**src/rtl/acq_pkg.sv**
```systemverilog
`default_nettype none
// ============================================================================
//  Module      : acq_pkg
//  Description : Shared state encoding, mode constants and default widths
//                for the acquisition sequencer slice.
//  Revision    : 1.0 - initial release
// ============================================================================
package acq_pkg;

    localparam int CNT_W_DEF = 16;
    localparam int GAP_W_DEF = 32;
    localparam int TMO_W_DEF = 24;

    localparam logic [1:0] MODE_SINGLE = 2'd0;
    localparam logic [1:0] MODE_BURST  = 2'd1;
    localparam logic [1:0] MODE_CONT   = 2'd2;

    typedef enum logic [3:0] {
        ST_IDLE       = 4'd0,
        ST_ARM        = 4'd1,
        ST_WAIT_FRAME = 4'd2,
        ST_IN_FRAME   = 4'd3,
        ST_GAP        = 4'd4,
        ST_DONE       = 4'd5,
        ST_ERROR      = 4'd6
    } acq_state_t;

endpackage
`default_nettype wire

```
**src/rtl/acq_down_timer.sv**
```systemverilog
`default_nettype none
// ============================================================================
//  Module      : acq_down_timer
//  Description : Loadable down-counter that stops at zero.
//  Ports       : master_clock, resetn  - clock / async active-low reset
//                i_load, i_load_value  - load (priority over enable)
//                i_enable              - decrement while nonzero
//                o_zero                - counter is zero
//  Revision    : 1.0 - initial release
// ============================================================================
module acq_down_timer
    import acq_pkg::*;
#(
    parameter int W = TMO_W_DEF
) (
    input  logic         master_clock,
    input  logic         resetn,
    input  logic         i_load,
    input  logic [W-1:0] i_load_value,
    input  logic         i_enable,
    output logic         o_zero
);

    logic [W-1:0] r_count;

    always_ff @(posedge master_clock or negedge resetn) begin
        if (!resetn) begin
            r_count <= '0;
        end else if (i_load) begin
            r_count <= i_load_value;
        end else if (i_enable && (r_count != '0)) begin
            r_count <= r_count - W'(1);
        end
    end

    assign o_zero = (r_count == '0);

endmodule
`default_nettype wire

```
**src/rtl/acq_sequencer.sv**
```systemverilog
`default_nettype none
// ============================================================================
//  Module      : acq_sequencer
//  Description : Control-plane sequencer for the acquisition / AXIS
//                packetiser datapath. Gates frame capture, counts frames,
//                enforces per-phase timeouts and reports status.
//  Ports       : master_clock, resetn        - clock / async active-low reset
//                cmd_start, cmd_stop         - software command pulses
//                cfg_*                       - configuration (latched on start)
//                frame_sync, frame_done      - datapath frame events
//                acq_enable, send_raw_data,
//                number_of_packet            - datapath control
//                busy, done_pulse, timeout_err,
//                frames_done, dbg_state      - status
//  Revision    : 1.0 - initial release
// ============================================================================
module acq_sequencer
    import acq_pkg::*;
#(
    parameter int CNT_W = CNT_W_DEF,
    parameter int GAP_W = GAP_W_DEF,
    parameter int TMO_W = TMO_W_DEF
) (
    input  logic             master_clock,
    input  logic             resetn,
    input  logic             cmd_start,
    input  logic             cmd_stop,
    input  logic [1:0]       cfg_mode,
    input  logic             cfg_raw,
    input  logic [CNT_W-1:0] cfg_frame_count,
    input  logic [GAP_W-1:0] cfg_gap,
    input  logic [TMO_W-1:0] cfg_timeout,
    input  logic             frame_sync,
    input  logic             frame_done,
    output logic             acq_enable,
    output logic             send_raw_data,
    output logic [15:0]      number_of_packet,
    output logic             busy,
    output logic             done_pulse,
    output logic             timeout_err,
    output logic [CNT_W-1:0] frames_done,
    output logic [3:0]       dbg_state
);

    acq_state_t       r_state;
    logic [1:0]       r_cfg_mode;
    logic [CNT_W-1:0] r_cfg_count;
    logic [CNT_W-1:0] r_eff_count;
    logic [GAP_W-1:0] r_cfg_gap;
    logic [TMO_W-1:0] r_cfg_timeout;
    logic             r_stop_pending;

    logic             w_burst;
    logic             w_single;
    logic [CNT_W-1:0] w_eff_count;
    logic [CNT_W-1:0] w_frames_next;
    logic             w_last_frame;
    logic             w_frame_end;
    logic             w_tmo_zero;
    logic             w_tmo_expired;
    logic             w_tmo_load;
    logic             w_tmo_en;
    logic             w_gap_zero;
    logic [GAP_W-1:0] w_gap_load_value;

    assign w_burst  = (r_cfg_mode == MODE_BURST);
    // Reserved mode 3 behaves as single.
    assign w_single = !w_burst && (r_cfg_mode != MODE_CONT);

    assign w_eff_count   = (r_cfg_count == '0) ? CNT_W'(1) : r_cfg_count;
    assign w_frames_next = (&frames_done) ? frames_done : frames_done + CNT_W'(1);

    assign w_last_frame = w_single || (w_burst && (w_frames_next == r_eff_count)) ||
                          r_stop_pending || cmd_stop;

    // A frame ends on frame_done in IN_FRAME, or on sync+done arriving
    // together in WAIT_FRAME (a stop in that cycle takes precedence).
    assign w_frame_end = ((r_state == ST_IN_FRAME) && frame_done) ||
                         ((r_state == ST_WAIT_FRAME) && frame_sync && frame_done && !cmd_stop);

    // Timeout counter is reloaded on every entry into WAIT_FRAME or IN_FRAME.
    assign w_tmo_load = (r_state == ST_ARM) ||
                        ((r_state == ST_GAP) && w_gap_zero) ||
                        ((r_state == ST_WAIT_FRAME) && frame_sync) ||
                        ((r_state == ST_IN_FRAME) && frame_done);
    assign w_tmo_en      = (r_state == ST_WAIT_FRAME) || (r_state == ST_IN_FRAME);
    assign w_tmo_expired = (r_cfg_timeout != '0) && w_tmo_zero;

    // GAP leaves when the counter reads zero, so loading gap-1 yields
    // exactly cfg_gap cycles in GAP.
    assign w_gap_load_value = (r_cfg_gap == '0) ? '0 : r_cfg_gap - GAP_W'(1);

    acq_down_timer #(.W(TMO_W)) u_tmo_timer (
        .master_clock (master_clock),
        .resetn       (resetn),
        .i_load       (w_tmo_load),
        .i_load_value (r_cfg_timeout),
        .i_enable     (w_tmo_en),
        .o_zero       (w_tmo_zero)
    );

    acq_down_timer #(.W(GAP_W)) u_gap_timer (
        .master_clock (master_clock),
        .resetn       (resetn),
        .i_load       (w_frame_end),
        .i_load_value (w_gap_load_value),
        .i_enable     (r_state == ST_GAP),
        .o_zero       (w_gap_zero)
    );

    always_ff @(posedge master_clock or negedge resetn) begin
        if (!resetn) begin
            r_state          <= ST_IDLE;
            r_cfg_mode       <= '0;
            r_cfg_count      <= '0;
            r_eff_count      <= '0;
            r_cfg_gap        <= '0;
            r_cfg_timeout    <= '0;
            r_stop_pending   <= 1'b0;
            acq_enable       <= 1'b0;
            send_raw_data    <= 1'b0;
            number_of_packet <= '0;
            busy             <= 1'b0;
            done_pulse       <= 1'b0;
            timeout_err      <= 1'b0;
            frames_done      <= '0;
        end else if (w_frame_end) begin
            frames_done <= w_frames_next;
            acq_enable  <= 1'b0;
            if (w_last_frame) begin
                r_state    <= ST_DONE;
                done_pulse <= 1'b1;
            end else if (r_cfg_gap == '0) begin
                r_state    <= ST_WAIT_FRAME;
                acq_enable <= 1'b1;
            end else begin
                r_state <= ST_GAP;
            end
        end else begin
            case (r_state)
                ST_IDLE: begin
                    done_pulse <= 1'b0;
                    acq_enable <= 1'b0;
                    if (cmd_start && !cmd_stop) begin
                        r_state       <= ST_ARM;
                        busy          <= 1'b1;
                        frames_done   <= '0;
                        timeout_err   <= 1'b0;
                        r_cfg_mode    <= cfg_mode;
                        send_raw_data <= cfg_raw;
                        r_cfg_count   <= cfg_frame_count;
                        r_cfg_gap     <= cfg_gap;
                        r_cfg_timeout <= cfg_timeout;
                    end
                end
                ST_ARM: begin
                    r_eff_count      <= w_eff_count;
                    number_of_packet <= w_burst ? 16'(w_eff_count - CNT_W'(1)) : 16'd0;
                    r_state          <= ST_WAIT_FRAME;
                    acq_enable       <= 1'b1;
                end
                ST_WAIT_FRAME: begin
                    if (cmd_stop) begin
                        r_state    <= ST_DONE;
                        acq_enable <= 1'b0;
                        done_pulse <= 1'b1;
                    end else if (frame_sync) begin
                        r_state    <= ST_IN_FRAME;
                        acq_enable <= 1'b0;
                    end else if (w_tmo_expired) begin
                        r_state     <= ST_ERROR;
                        acq_enable  <= 1'b0;
                        done_pulse  <= 1'b1;
                        timeout_err <= 1'b1;
                    end
                end
                ST_IN_FRAME: begin
                    if (cmd_stop) begin
                        r_stop_pending <= 1'b1;
                    end
                    if (w_tmo_expired) begin
                        r_state     <= ST_ERROR;
                        done_pulse  <= 1'b1;
                        timeout_err <= 1'b1;
                    end
                end
                ST_GAP: begin
                    if (cmd_stop) begin
                        r_state    <= ST_DONE;
                        done_pulse <= 1'b1;
                    end else if (w_gap_zero) begin
                        r_state    <= ST_WAIT_FRAME;
                        acq_enable <= 1'b1;
                    end
                end
                ST_DONE, ST_ERROR: begin
                    r_state        <= ST_IDLE;
                    done_pulse     <= 1'b0;
                    busy           <= 1'b0;
                    r_stop_pending <= 1'b0;
                end
                default: begin
                    r_state <= ST_IDLE;
                    busy    <= 1'b0;
                end
            endcase
        end
    end

    assign dbg_state = r_state;

endmodule
`default_nettype wire

```
**config.mk**
```make
export PLATFORM = sky130hd
export DESIGN_NAME = acq_sequencer
export DESIGN_NICKNAME = d
export VERILOG_FILES = /design/src/rtl/acq_pkg.sv /design/src/rtl/acq_down_timer.sv /design/src/rtl/acq_sequencer.sv
export SDC_FILE = /design/constraint.sdc
export NUM_CORES = 1
export LEC_CHECK = 0
export CAP_MARGIN = 20
export CELL_PAD_IN_SITES_DETAIL_PLACEMENT = 1
export CELL_PAD_IN_SITES_GLOBAL_PLACEMENT = 2
export CORE_AREA = 2 2 171 190
export CTS_BUF_LIST = sky130_fd_sc_hd__clkbuf_16
export DETAILED_ROUTE_END_ITERATION = 10
export DIE_AREA = 0 0 173 192
export PLACE_DENSITY = 0.77
export SLEW_MARGIN = 5
export SYNTH_ARGS = -nofsm -noshare
export SYNTH_HDL_FRONTEND = slang
export SYNTH_HIERARCHICAL = 1
export SYNTH_SLANG_ARGS = --single-unit
```
**constraint.sdc**
```tcl
create_clock -name master_clock -period 4.2 [get_ports master_clock]
set_input_delay 0.84 -clock master_clock [delete_from_list [all_inputs] [get_ports master_clock]]
set_output_delay 0.84 -clock master_clock [all_outputs]
set_load 0.01 [all_outputs]
```
Figure 1. Signal wires on met1 (run 1).
Cells faint in the background.
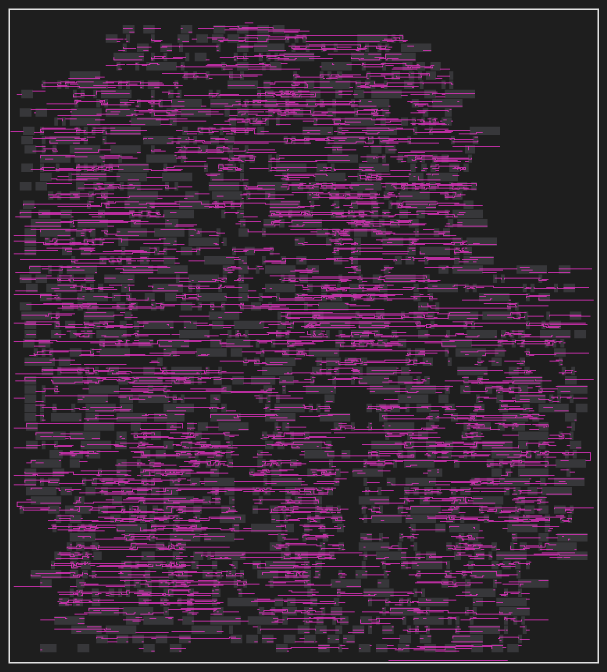
nets with wire on the layer: 1,346
share of all routed wire: 47%
longest straight run: 54.7 microns
wire length on this layer: 15,900 microns
met1 Track Usage GR: 27.12%
WL final: 33.87 mm
Vias: 9,669

Figure 2. The metal 2 layer (run 1).
The bar under the picture is 50 microns long.
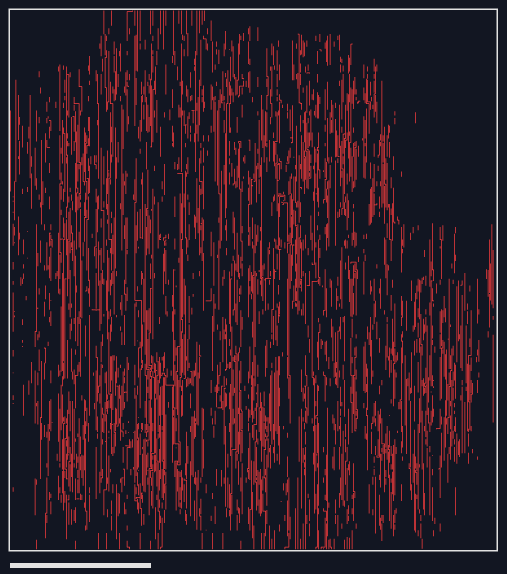
wire length on this layer: 16,200 microns
longest straight run: 54.2 microns
main direction: vertical
share of all routed wire: 48%
nets with wire on the layer: 1,212
GR Util met2: 34.86%

Figure 3. Metal 3 (run 1).
The bar under the picture is 50 microns long.
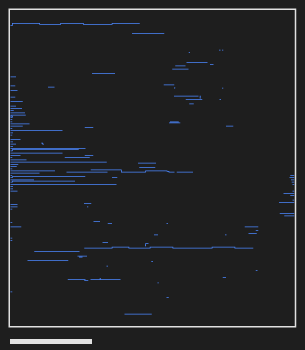
longest straight run: 64.2 microns
nets with wire on the layer: 95
share of all routed wire: 3.5%
met3 Track Usage GR: 4.315%

==> qor.csv, run 1 <==
metric;value;unit
clkLatencyLatePin;460;ps
layout_top_cell;nand2_1;
ys_cells;1271;
simple_gate_area_share;29.99;%
fin_hold_ws;472.6;ps
cp_slowest_cell;nor4_2;
yosysChipArea;10840;sq um
worstSetupStartpoint;frames_done[1]$_DFFE_PN0P_;
crit_fanout;13;
reg2reg_slack;850;ps
fp_util;34.80;%
pin_count;122;
final_cell_mix;nand2_1, dfrtp_1, clkdlybuf4s50_1;
aoi_share;13.22;%
grt_max_degree;97;
busiest_layer;met2;
synth_nets;1358;
common_cells;nand2_1, dfrtp_1, nor2_1;
grt_pass1_wl;54.94;mm
ys_sh_xor;6.709;%
antenna_found_initial;6;
rsz0062_at_grt;no;
n_fill_cell;3735;
finalSetupTns;0;ps
vdd_ir_drop_max;0.0002834;V
path_class;flip-flop to flip-flop;
yosysWarnings;6;
seq-power;2.96;mW
ys_top_logic_family;simple AND/OR/NAND/NOR gates;
max-slew-margin-rel;42.26;%
ys_sh_adder;0.6928;%
cp_num_cells;8;
finalCritPeriodShare;79.77;%
seq_cells;188;
critPathBufInv;0;
logic_area;5736;sq um
syn_area;10840;sq um
p_leak;5.190;nW
drt-pass1-iter-count;5;
fp.dieW;173;microns
clk-power;1.55;mW
clock.fmax;298.5;MHz
io_buffer_count;121;
setup_violations;0;
hp-class;primary input to async pin;
cts_setup_buffers;0;
cts.sinks;188;
antenna_cells;2;
top_cells_by_area;dfrtp_1, nand2_1, xnor2_1;
first_global_vias;9967;
edf_count;0;
p_sw;2.312;mW
synthMuxAreaShare;2.125;%
top_cell;nand2_1;
slew_violations;0;
rr_startpoint;frames_done[1]$_DFFE_PN0P_;
critPathCapture;acq_enable$_DFFE_PN0P_;
power_frac_clock;24.9;%
rr_worst_depth;8;
htreeDepth;4;
dominant_cells;combinational gates;
die_y;192;microns
reg_top3;r_cfg_gap: 32 flops, u_gap_timer/r_count: 32 flops;
ctsHoldBuffers;0;
end_kind;flip-flop;
num_rows;68;
drc;0;
sh_comb_area;44.05;%
setup_slack;849.6;ps
cpPeakStageDelay;640;ps
area_growth_syn_to_layout;20.16;%
nMultiInputCombCells;988;
power_frac_seq;47.5;%
outcome;complete, no violations;
crit_family;simple AND/OR/NAND/NOR gates;
reg2reg_to;acq_enable$_DFFE_PN0P_;
switching_share;37.09;%
## Run 2: what changed since run 1
Settings changed: CORE_AREA 2 2 171 190 to 2 2 182 202, DIE_AREA 0 0 173 192 to 0 0 184 204, PLACE_DENSITY 0.77 to 0.71.
Clock period 4.2 ns to 3 ns, I/O delays scaled along.
Figure 4. Signal wires on met1 (run 2).
Cells faint in the background.
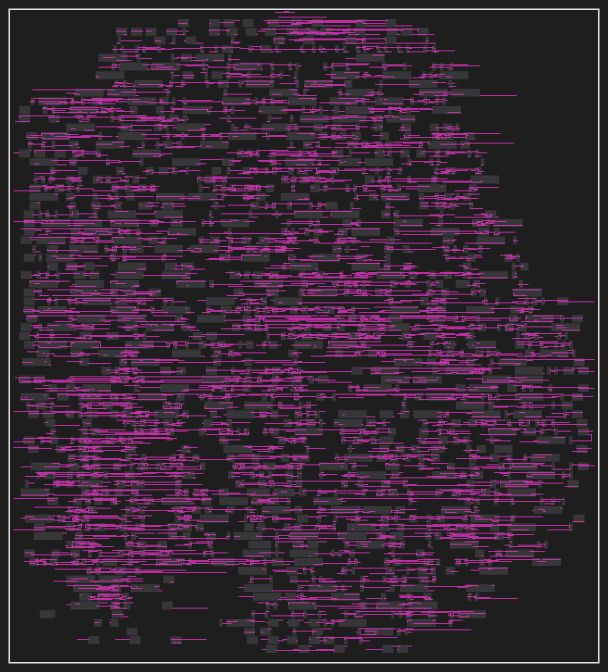
nets with wire on the layer: 1,367
longest straight run: 52.4 microns
wire length on this layer: 15,800 microns
share of all routed wire: 45%
met1 Track Usage GR: 24.34%
Vias: 9,800
WL final: 35.02 mm

Figure 5. The metal 2 layer (run 2).
The bar under the picture is 50 microns long.
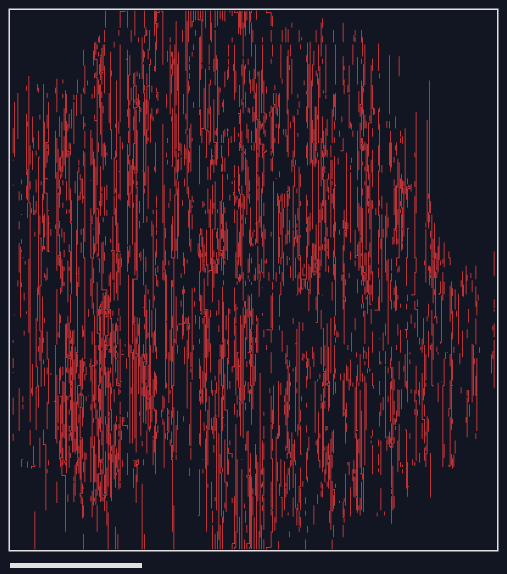
main direction: vertical
longest straight run: 82.6 microns
nets with wire on the layer: 1,304
GR Util met2: 34.33%

Figure 6. Metal 3 (run 2).
The bar under the picture is 50 microns long.
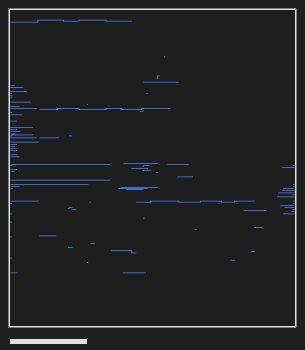
wire length on this layer: 952 microns
longest straight run: 64.2 microns
nets with wire on the layer: 75
share of all routed wire: 2.7%
met3 Track Usage GR: 3.279%

==> qor.csv, run 2 <==
metric;value;unit;change
cp_slowest_cell;a2111oi_1;;was nor4_2
area_growth_syn_to_layout;24.98;%;was 20.16%
max-slew-margin-rel;56.65;%;was 42.26%
cts.sinks;188;;unchanged
drc;0;;unchanged
ys_top_logic_family;simple AND/OR/NAND/NOR gates;;unchanged
cpPeakStageDelay;510;ps;was 640 ps
end_kind;flip-flop;;unchanged
htreeDepth;4;;unchanged
fp.dieW;184;microns;was 173 microns
cts_setup_buffers;0;;unchanged
edf_count;0;;unchanged
sh_comb_area;42.70;%;was 44.05%
n_fill_cell;4199;;was 3,735
top_cells_by_area;dfrtp_1, nand2_1, xnor2_1;;unchanged
critPathCapture;acq_enable$_DFFE_PN0P_;;unchanged
synthMuxAreaShare;2.125;%;unchanged
simple_gate_area_share;29.99;%;unchanged
reg2reg_to;acq_enable$_DFFE_PN0P_;;unchanged
syn_area;10840;sq um;unchanged
antenna_cells;0;;was 2
layout_top_cell;nand2_1;;unchanged
num_rows;73;;was 68
ys_sh_xor;6.709;%;unchanged
seq-power;4.11;mW;was 2.96 mW
setup_violations;0;;unchanged
top_cell;nand2_1;;unchanged
synth_nets;1358;;unchanged
common_cells;nand2_1, dfrtp_1, nor2_1;;unchanged
grt_pass1_wl;57.48;mm;was 54.94 mm
path_class;flip-flop to flip-flop;;unchanged
critPathBufInv;2;;was 0
cp_num_cells;10;;was 8
ys_sh_adder;0.6928;%;unchanged
p_sw;3.260;mW;was 2.312 mW
vdd_ir_drop_max;0.0004333;V;was 0.0002834 V
io_buffer_count;121;;unchanged
dominant_cells;combinational gates;;unchanged
grt_max_degree;66;;was 97
clock.fmax;346.0;MHz;was 298.5 MHz
fin_hold_ws;142.3;ps;was 472.6 ps
setup_slack;109.4;ps;was 849.6 ps
seq_cells;188;;unchanged
rr_startpoint;frames_done[1]$_DFFE_PN0P_;;unchanged
yosysChipArea;10840;sq um;unchanged
outcome;complete, no violations;;unchanged
power_frac_clock;25.9;%;was 24.9%
reg_top3;r_cfg_gap: 32 flops, u_gap_timer/r_count: 32 flops;;unchanged
fp_util;30.42;%;was 34.80%
worstSetupStartpoint;frames_done[1]$_DFFE_PN0P_;;unchanged
final_cell_mix;nand2_1, dfrtp_1, clkdlybuf4s50_1;;unchanged
hp-class;primary input to async pin;;unchanged
slew_violations;0;;unchanged
finalSetupTns;0;ps;unchanged
rr_worst_depth;10;;was 8
clk-power;2.31;mW;was 1.55 mW
busiest_layer;met2;;unchanged
clkLatencyLatePin;460;ps;about the same
power_frac_seq;46.0;%;was 47.5%
aoi_share;13.22;%;unchanged
switching_share;36.51;%;was 37.09%
ctsHoldBuffers;0;;unchanged
Power is estimated from default activity; no workload was simulated.
